--- config.mk ---
export PLATFORM = sky130hd
export DESIGN_NAME = sdram_ring_seq_flat
export DESIGN_NICKNAME = d
export VERILOG_FILES = /design/src/rtl/sdram_ring_seq_if.sv /design/src/rtl/sdram_ring_seq.sv /design/src/flat_wrapper.sv
export SDC_FILE = /design/constraint.sdc
export NUM_CORES = 1
export LEC_CHECK = 0
export ABC_AREA = 0
export CORE_MARGIN = 4
export CORE_UTILIZATION = 39
export DETAILED_ROUTE_END_ITERATION = 10
export PLACE_DENSITY = 0.66
export SKIP_CTS_REPAIR_TIMING = 1
export SYNTH_ARGS = -nofsm -noshare
export SYNTH_HDL_FRONTEND = slang
export SYNTH_SLANG_ARGS = --single-unit
--- constraint.sdc ---
create_clock -name clk -period 3.4 [get_ports clk]
set_input_delay 0.34 -clock clk [delete_from_list [all_inputs] [get_ports clk]]
set_output_delay 0.34 -clock clk [all_outputs]
set_load 0.02 [all_outputs]
--- src/rtl/sdram_ring_seq_if.sv ---
// Stream-side and SDRAM-access-side signal bundle for sdram_ring_seq.
// master: the sequencer's view; slave: the environment (producer, consumer, access stage).
interface sdram_ring_seq_if #(
    parameter int unsigned ADDR_W = 25
);
    // input sample stream
    logic              in_valid;
    logic [31:0]       in_data;
    logic              in_ready;

    // read-back side
    logic              out_req;
    logic              out_busy;
    logic              out_valid;
    logic [31:0]       out_data;
    logic [ADDR_W:0]   level;

    // single-word SDRAM access stage
    logic              sd_wr;
    logic              sd_rd;
    logic [ADDR_W-1:0] sd_addr_wr;
    logic [ADDR_W-1:0] sd_addr_rd;
    logic [31:0]       sd_data_wr;
    logic              sd_ok;
    logic [31:0]       sd_data_rd;
    logic              sd_en;

    modport master (
        input  in_valid, in_data,
        output in_ready,
        input  out_req,
        output out_busy, out_valid, out_data, level,
        output sd_wr, sd_rd, sd_addr_wr, sd_addr_rd, sd_data_wr,
        input  sd_ok, sd_data_rd, sd_en
    );

    modport slave (
        output in_valid, in_data,
        input  in_ready,
        output out_req,
        input  out_busy, out_valid, out_data, level,
        input  sd_wr, sd_rd, sd_addr_wr, sd_addr_rd, sd_data_wr,
        output sd_ok, sd_data_rd, sd_en
    );
endinterface

--- src/rtl/sdram_ring_seq.sv ---
// Ring-buffer sequencer in front of a single-word SDRAM access stage.
// Buffers an input word stream in a small FIFO, writes it into an SDRAM
// ring and serves single-word FIFO-order reads, one SDRAM operation at a time.
module sdram_ring_seq #(
    parameter int unsigned ADDR_W     = 25,
    parameter int unsigned BASE_ADDR  = 0,
    parameter int unsigned RING_WORDS = 1024,
    parameter int unsigned FIFO_DEPTH = 4
) (
    input  logic            clk,
    input  logic            rst,
    sdram_ring_seq_if.master bus
);
    localparam int unsigned       FIFO_AW   = $clog2(FIFO_DEPTH);
    localparam logic [ADDR_W-1:0] BASE      = ADDR_W'(BASE_ADDR);
    localparam logic [ADDR_W-1:0] PTR_LAST  = ADDR_W'(RING_WORDS - 1);
    localparam logic [ADDR_W:0]   LVL_FULL  = (ADDR_W + 1)'(RING_WORDS);
    localparam logic [FIFO_AW:0]  FIFO_FULL = (FIFO_AW + 1)'(FIFO_DEPTH);

    typedef enum logic [1:0] {
        S_IDLE,
        S_GUARD,
        S_WAIT
    } state_t;

    state_t            state;
    state_t            state_nx;

    // input FIFO
    logic [31:0]       fifo_mem [FIFO_DEPTH];
    logic [FIFO_AW-1:0] fifo_wp;
    logic [FIFO_AW-1:0] fifo_rp;
    logic [FIFO_AW:0]  fifo_cnt;
    logic              fifo_full;
    logic              fifo_empty;
    logic              push;
    logic              pop;

    // ring bookkeeping
    logic [ADDR_W-1:0] wr_ptr;
    logic [ADDR_W-1:0] rd_ptr;
    logic [ADDR_W:0]   level_r;

    // operation tracking
    logic              op_active;
    logic              op_is_wr;
    logic              prefer_rd;
    logic              rd_inflight;
    logic              wr_elig;
    logic              rd_elig;
    logic              issue_wr;
    logic              issue_rd;
    logic              op_done;
    logic              rd_capture;

    // registered outputs
    logic              out_busy_r;
    logic              out_valid_r;
    logic [31:0]       out_data_r;
    logic [ADDR_W-1:0] addr_wr_r;
    logic [ADDR_W-1:0] addr_rd_r;
    logic [31:0]       data_wr_r;

    assign fifo_full  = (fifo_cnt == FIFO_FULL);
    assign fifo_empty = (fifo_cnt == '0);
    assign push       = bus.in_valid && !fifo_full;
    assign pop        = issue_wr;

    assign wr_elig    = !fifo_empty && (level_r < LVL_FULL);
    assign rd_elig    = out_busy_r && !rd_inflight && (level_r != '0);

    // op_active stays low after reset so the first WAIT exit (the access
    // stage may still be finishing an abandoned operation) moves no pointer
    assign op_done    = (state == S_WAIT) && bus.sd_ok && op_active;
    assign rd_capture = bus.sd_en && op_active && !op_is_wr && rd_inflight &&
                        (state != S_IDLE);

    // State register; reset parks in WAIT until the access stage reports idle
    always_ff @(posedge clk) begin
        if (rst) begin
            state <= S_WAIT;
        end else begin
            state <= state_nx;
        end
    end

    // Next-state and issue decision; write/read alternate when both are eligible
    always_comb begin
        state_nx = state;
        issue_wr = 1'b0;
        issue_rd = 1'b0;
        case (state)
            S_IDLE: begin
                if (wr_elig && (!rd_elig || !prefer_rd)) begin
                    issue_wr = 1'b1;
                    state_nx = S_GUARD;
                end else if (rd_elig) begin
                    issue_rd = 1'b1;
                    state_nx = S_GUARD;
                end
            end
            S_GUARD: begin
                state_nx = S_WAIT;
            end
            S_WAIT: begin
                if (bus.sd_ok) begin
                    state_nx = S_IDLE;
                end
            end
            default: begin
                state_nx = S_WAIT;
            end
        endcase
    end

    // Output drive: start pulses come straight from the IDLE issue decision
    always_comb begin
        bus.sd_wr      = issue_wr;
        bus.sd_rd      = issue_rd;
        bus.sd_addr_wr = addr_wr_r;
        bus.sd_addr_rd = addr_rd_r;
        bus.sd_data_wr = data_wr_r;
        bus.in_ready   = !fifo_full;
        bus.out_busy   = out_busy_r;
        bus.out_valid  = out_valid_r;
        bus.out_data   = out_data_r;
        bus.level      = level_r;
    end

    // FIFO storage; contents need no reset
    always_ff @(posedge clk) begin
        if (push) begin
            fifo_mem[fifo_wp] <= bus.in_data;
        end
    end

    // FIFO pointers and occupancy; push and pop may coincide
    always_ff @(posedge clk) begin
        if (rst) begin
            fifo_wp  <= '0;
            fifo_rp  <= '0;
            fifo_cnt <= '0;
        end else begin
            if (push) begin
                fifo_wp <= fifo_wp + FIFO_AW'(1);
            end
            if (pop) begin
                fifo_rp <= fifo_rp + FIFO_AW'(1);
            end
            fifo_cnt <= fifo_cnt + {{FIFO_AW{1'b0}}, push} - {{FIFO_AW{1'b0}}, pop};
        end
    end

    // Issue registers and ring pointers; pointers and level move on WAIT exit
    always_ff @(posedge clk) begin
        if (rst) begin
            addr_wr_r <= '0;
            addr_rd_r <= '0;
            data_wr_r <= '0;
            wr_ptr    <= '0;
            rd_ptr    <= '0;
            level_r   <= '0;
            op_active <= 1'b0;
            op_is_wr  <= 1'b0;
            prefer_rd <= 1'b0;
        end else begin
            if (issue_wr) begin
                addr_wr_r <= BASE + wr_ptr;
                data_wr_r <= fifo_mem[fifo_rp];
            end
            if (issue_rd) begin
                addr_rd_r <= BASE + rd_ptr;
            end
            if (issue_wr || issue_rd) begin
                op_active <= 1'b1;
                op_is_wr  <= issue_wr;
                prefer_rd <= issue_wr;
            end
            if (op_done) begin
                op_active <= 1'b0;
                if (op_is_wr) begin
                    wr_ptr  <= (wr_ptr == PTR_LAST) ? '0 : wr_ptr + ADDR_W'(1);
                    level_r <= level_r + (ADDR_W + 1)'(1);
                end else begin
                    rd_ptr  <= (rd_ptr == PTR_LAST) ? '0 : rd_ptr + ADDR_W'(1);
                    level_r <= level_r - (ADDR_W + 1)'(1);
                end
            end
        end
    end

    // Read request tracking and data return
    always_ff @(posedge clk) begin
        if (rst) begin
            out_busy_r  <= 1'b0;
            out_valid_r <= 1'b0;
            out_data_r  <= '0;
            rd_inflight <= 1'b0;
        end else begin
            out_valid_r <= rd_capture;
            if (rd_capture) begin
                out_data_r  <= bus.sd_data_rd;
                out_busy_r  <= 1'b0;
                rd_inflight <= 1'b0;
            end else begin
                if (bus.out_req && !out_busy_r) begin
                    out_busy_r <= 1'b1;
                end
                if (issue_rd) begin
                    rd_inflight <= 1'b1;
                end
            end
        end
    end
endmodule
--- src/flat_wrapper.sv ---
// flat-port wrapper written by rule: the top's interface ports become plain ports
module sdram_ring_seq_flat 
#(
    parameter int unsigned ADDR_W     = 25,
    parameter int unsigned BASE_ADDR  = 0,
    parameter int unsigned RING_WORDS = 1024,
    parameter int unsigned FIFO_DEPTH = 4
)
  (clk, rst, bus_in_valid, bus_in_data, bus_in_ready, bus_out_req, bus_out_busy, bus_out_valid, bus_out_data, bus_level, bus_sd_wr, bus_sd_rd, bus_sd_addr_wr, bus_sd_addr_rd, bus_sd_data_wr, bus_sd_ok, bus_sd_data_rd, bus_sd_en);
  sdram_ring_seq_if #(.ADDR_W(ADDR_W)) bus_i ();
  input  logic clk;
  input  logic rst;
  input wire logic [$bits(bus_i.in_valid)-1:0] bus_in_valid;
  input wire logic [$bits(bus_i.in_data)-1:0] bus_in_data;
  output wire logic [$bits(bus_i.in_ready)-1:0] bus_in_ready;
  input wire logic [$bits(bus_i.out_req)-1:0] bus_out_req;
  output wire logic [$bits(bus_i.out_busy)-1:0] bus_out_busy;
  output wire logic [$bits(bus_i.out_valid)-1:0] bus_out_valid;
  output wire logic [$bits(bus_i.out_data)-1:0] bus_out_data;
  output wire logic [$bits(bus_i.level)-1:0] bus_level;
  output wire logic [$bits(bus_i.sd_wr)-1:0] bus_sd_wr;
  output wire logic [$bits(bus_i.sd_rd)-1:0] bus_sd_rd;
  output wire logic [$bits(bus_i.sd_addr_wr)-1:0] bus_sd_addr_wr;
  output wire logic [$bits(bus_i.sd_addr_rd)-1:0] bus_sd_addr_rd;
  output wire logic [$bits(bus_i.sd_data_wr)-1:0] bus_sd_data_wr;
  input wire logic [$bits(bus_i.sd_ok)-1:0] bus_sd_ok;
  input wire logic [$bits(bus_i.sd_data_rd)-1:0] bus_sd_data_rd;
  input wire logic [$bits(bus_i.sd_en)-1:0] bus_sd_en;
  assign bus_i.in_valid = bus_in_valid;
  assign bus_i.in_data = bus_in_data;
  assign bus_in_ready = bus_i.in_ready;
  assign bus_i.out_req = bus_out_req;
  assign bus_out_busy = bus_i.out_busy;
  assign bus_out_valid = bus_i.out_valid;
  assign bus_out_data = bus_i.out_data;
  assign bus_level = bus_i.level;
  assign bus_sd_wr = bus_i.sd_wr;
  assign bus_sd_rd = bus_i.sd_rd;
  assign bus_sd_addr_wr = bus_i.sd_addr_wr;
  assign bus_sd_addr_rd = bus_i.sd_addr_rd;
  assign bus_sd_data_wr = bus_i.sd_data_wr;
  assign bus_i.sd_ok = bus_sd_ok;
  assign bus_i.sd_data_rd = bus_sd_data_rd;
  assign bus_i.sd_en = bus_sd_en;
  sdram_ring_seq #(.ADDR_W(ADDR_W), .BASE_ADDR(BASE_ADDR), .RING_WORDS(RING_WORDS), .FIFO_DEPTH(FIFO_DEPTH)) u_core (.clk(clk), .rst(rst), .bus(bus_i));
endmodule
Figure 1. Cell area per tile.
Scale bar: 50 µm. The die is cut into 20 by 20 equal tiles; dark blue is low, red is high, 0 to 100% covered.
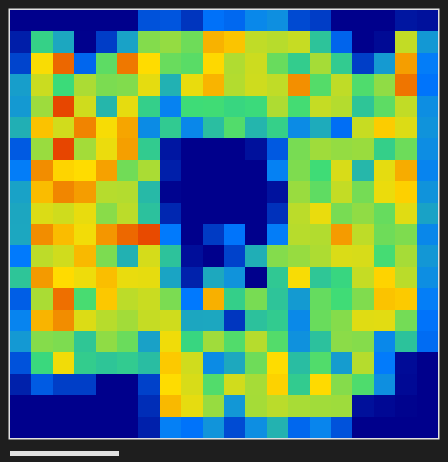
The fullest tile reaches 92%. 14% of the tiles are nearly empty. The densest ninth of the die: left middle. The mean over all tiles is 44%. The emptiest ninth of the die: middle.

Figure 2. Placement by cell class.
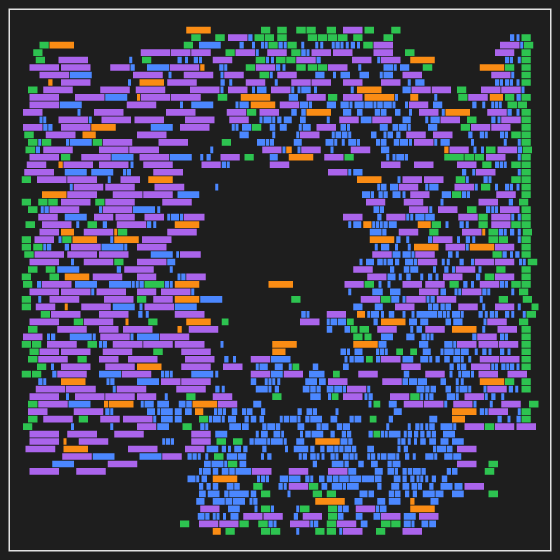
Key: flip-flops = purple [cells 332, share of their area 47%]; all other logic = blue [cells 876, share of their area 33%]; other buffers and delay cells = green [cells 229, share of their area 13%]; clock drivers and dummy loads = orange [cells 67, share of their area 7.4%]

Figure 3. Wiring heat map.
Scale bar: 50 µm. The die is cut into 39 by 39 equal tiles; dark blue is low, red is high, scaled to the fullest tile. Values are wire area over tile area, all layers added.
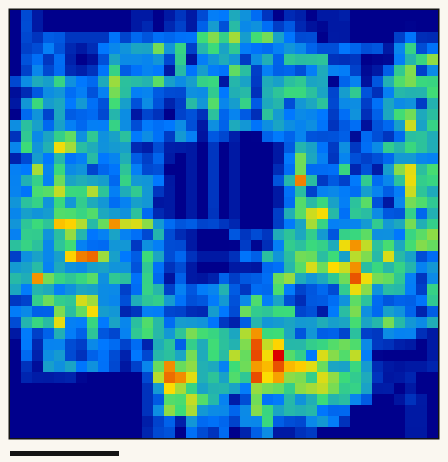
The fullest tile reaches 0.53. 12% of the tiles are over half the peak. The emptiest ninth of the die: middle. 14% of the tiles are nearly empty. The mean over all tiles is 0.14.

==> job_summary.md <==
## Synthesis and layout report

| Metric | Value |
|---|---|
| Category of the worst setup path capture point | `output pin` |
| Clk buf depth | `3` |
| Start point of the critical path | `u_core.bus.level[0]$_SDFFE_PP0P_` |
| Worst setup path category | `reg -> out` |
| Critical register-to-register path endpoint | `u_core.fifo_cnt[2]$_SDFF_PP0_` |
| Max-slew violations | `0` |
| Final Critical Period | `3.143 ns` |
| TNS Setup | `0 ns` |
| Layout overhead on the synthesized area | `27.21%` |
| Stages on worst setup path | `5` |
| Async SR Flop Fraction | `0%` |
| Vias post-DR | `10020` |
| Syn Nets | `1381` |
| Maximum number of pins on one net before global-route repair | `60` |
| Tally of unique sky130hd cells used after synthesis | `66` |
| Worst-case setup margin in the final layout | `0.2568 ns` |
| Leading cell types by total area after synthesis | `sky130_fd_sc_hd__dfxtp_1 (30%), sky130_fd_sc_hd__edfxtp_1 (28%), sky130_fd_sc_hd__nand2_1 (6.6%)` |
| Number of standard cells in the final layout excluding fillers | `1959` |
| DRT antenna net count | `0` |
| Slowest stage cell on the critical path | `sky130_fd_sc_hd__clkdlybuf4s50_1` |
| Pre-CTS setup slack | `0.3325 ns` |
| Effective utilization at floorplan | `39.76%` |
| Setup crit end | `bus_sd_wr` |
| Setup repair after global routing missed its margin | `false` |
| Beginning of the worst register-to-register path | `u_core.bus.level[0]$_SDFFE_PP0P_` |
| Share of post-route cells with drive strength above 1 | `9.309%` |
| DRT iter0 DRCs | `557` |
| Clock tree from TritonCTS | `yes` |
| Root buffer cell | `sky130_fd_sc_hd__clkbuf_16` |
| Antenna diodes | `0` |
| Num CTS Buffers | `38` |
| Worst slew margin relative to its limit | `36.77%` |
| Chip area | `38550 µm²` |
| Total wirelength of the detailed-routed design | `33990 µm` |
| Type of the worst min-delay path | `in -> reg` |
| Warnings from Yosys | `0` |
| DRC | `0` |
| Critical path buffer and inverter count | `1` |
| Yosys synthesis chip area | `13840 µm²` |
| Sequential fraction of the synthesis area | `57.30%` |
| Mapped Area | `13840 µm²` |
| Maximum cell stage delay along the critical path | `0.71 ns` |
| Maximum level of the CTS H-tree | `2` |
| List of cells traversed by the critical path | `nor4_1 -> nand3_1 -> and3_1 -> nor4_2 -> clkdlybuf4s50_1` |
| Number of setup violations in the final report | `0` |
| Post-Synthesis Cells | `1277` |
| Worst min-delay path startpoint | `rst` |
| Maxcap violations | `0` |
| Crit path required time | `3.06 ns` |
| Net total in the final layout | `1581` |
| Max FO, Critical Path | `6` |
| Std-Cell Rows | `68` |
| Number of warnings the tools reported | `29` |
| Synth Flop Type | `sky130_fd_sc_hd__dfxtp_1` |
| Number of iterations in the first detailed-routing pass | `5` |
| Largest area contributor in the synthesized netlist | `sky130_fd_sc_hd__dfxtp_1` |
| Worst hold slack after final layout | `0.3654 ns` |
| Slew of the pin with the lowest slew margin | `0.9484 ns` |
| Number of instances in the placed design | `1892` |
| Total design power | `0.01322 W` |
| Number of global-route vias before repair | `9950` |
| Clock latency on the worst-skew pair | `0.52 ns` |
| Average via count per standard cell | `5.115` |
| Worst-case clock skew | `0.01840 ns` |
| Antenna violations before repair | `1` |
| Leading post-synthesis cells by instance count | `sky130_fd_sc_hd__nand2_1 (244), sky130_fd_sc_hd__dfxtp_1 (204), sky130_fd_sc_hd__a21oi_1 (134)` |
| Maximum clock rate | `318.1 MHz` |
| Die Y-Extent | `196.4 µm` |
| Count of port buffers added during placement | `214` |
| Most common cell in the netlist | `sky130_fd_sc_hd__nand2_1` |
| Result of the run | `finished clean` |
| Cell family contributing the most delay on the critical path | `simple AND/OR/NAND/NOR gates` |
| Clock slew at the register clock pins of the worst setup and hold paths | `0.06 ns` |
| Number of cells on the worst reg-to-reg path | `12` |
| I/O pin count | `215` |
| Average cell area after synthesis | `10.83 µm²` |
| Grt ovf | `0` |
| Yosys cell count | `1277` |
| Wire length of the first global-routing pass | `54280 µm` |
| Startpoint Class | `flip-flop` |
| CTS sink count | `332` |
Figure 4. Congestion heat map.
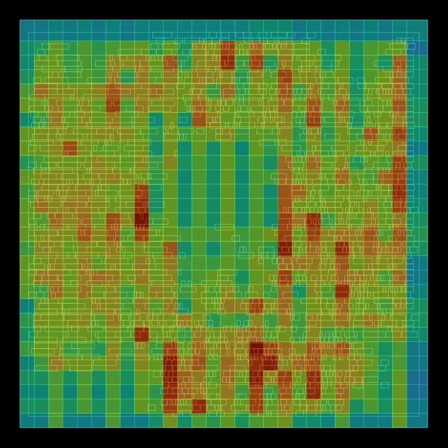
detail-routed net length per standard cell: 17.35 µm
global routing's busiest layer: met2
met1 Track Usage GR: 22.72%
global routing met2 resource utilization: 28.56%
GRT Resource Usage Total: 17.14%

Figure 5. Cell sizes after repair.
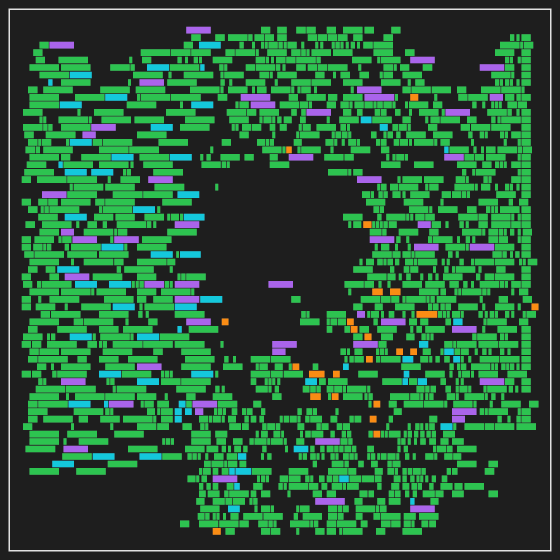
Key: drive 6 and up = purple [cells 52, most used clkbuf_16]; drive 3 to 4 = orange [cells 23, most used buf_4]; drive 2 = cyan [cells 65, most used mux4_2]; drive 1 or less = green [cells 1364, most used nand2_1]

## sequential cells by signal (all words and copies together) (netlist names)
signal	flops
u_core.bus.out_valid	1
u_core.rd_inflight	1
u_core.op_active	1
u_core.fifo_mem	128
u_core.bus.out_data	32
u_core.bus.sd_addr_wr	25
u_core.fifo_rp	2
u_core.fifo_wp	2
u_core.wr_ptr	25
u_core.bus.sd_data_wr	32
u_core.prefer_rd	1
u_core.bus.out_busy	1
u_core.fifo_cnt	3
u_core.bus.level	26
u_core.state	2
u_core.bus.sd_addr_rd	25
u_core.rd_ptr	25
## layout make-up
type / instances / area [µm²]
clock inverters: 18 / 182.7
flip-flops and latches: 332 / 7930
well taps: 455 / 569.3
inverters: 16 / 60.06
fillers: 3116 / 17200
multi-input cells: 860 / 5508
clock buffers: 49 / 1074
repair buffers: 229 / 2277
## cell usage in the layout (no fill, tap or decap), drive strengths merged, types with 5 or more instances in the layout
| cell type | netlist | final |
|---|---|---|
| inv | 16 | 19 |
| nor4 | 14 | 14 |
| o21ai | 26 | 26 |
| o21bai | 7 | 7 |
| nand4 | 19 | 19 |
| a211oi | 12 | 12 |
| xnor2 | 29 | 29 |
| and3 | 20 | 20 |
| clkinv | 0 | 12 |
| and2 | 5 | 5 |
| nor2b | 11 | 11 |
| ha | 32 | 32 |
| a21oi | 134 | 134 |
| nor3 | 9 | 9 |
| a21o | 10 | 10 |
| mux2i | 26 | 26 |
| edfxtp | 128 | 128 |
| buf | 30 | 16 |
| clkbuf | 39 | 49 |
| dfxtp | 204 | 204 |
| nand2 | 244 | 244 |
| xor2 | 41 | 41 |
| mux4 | 32 | 32 |
| or3 | 7 | 7 |
| nor2 | 109 | 109 |
| clkdlybuf4s50 | 0 | 213 |
| nand3 | 28 | 28 |
| a22o | 5 | 5 |
| and4 | 5 | 5 |
## where the power goes
group / internal, W / leakage, nW / switching [W]
logic: 0.00185 / 2.89 / 0.00253
registers: 0.00451 / 2.82 / 0.000266
clock network: 0.00246 / 0.627 / 0.00160
## cell families (layout without fill, tap and decap cells)
family,after synthesis,count (layout),share of synthesized area [%]
flops,332,332,57.30
simple gates,482,482,15.81
mux,59,59,7.171
buf+inv,85,312,2.975
xor+xnor,70,70,4.431
compound gates,215,215,9.134
fa+ha+maj,34,34,3.183
## per-layer routing
metal	vias to the layer above	wire [µm]	track usage, %
met4	2	647	4.008
li1	4925	-	-
met3	50	2330	4.274
met5	-	13	0
met2	292	15800	28.56
met1	4752	15190	22.72
## metrics by stage
step                instance area, µm²  utilization, %
floorplan                        13840               -
global placement                 16340           46.95
detailed placement               16340           46.95
CTS                              17590           50.56
global route                     17600           50.58
finish                           17600           50.58
Power and IR drop assume default switching activity.
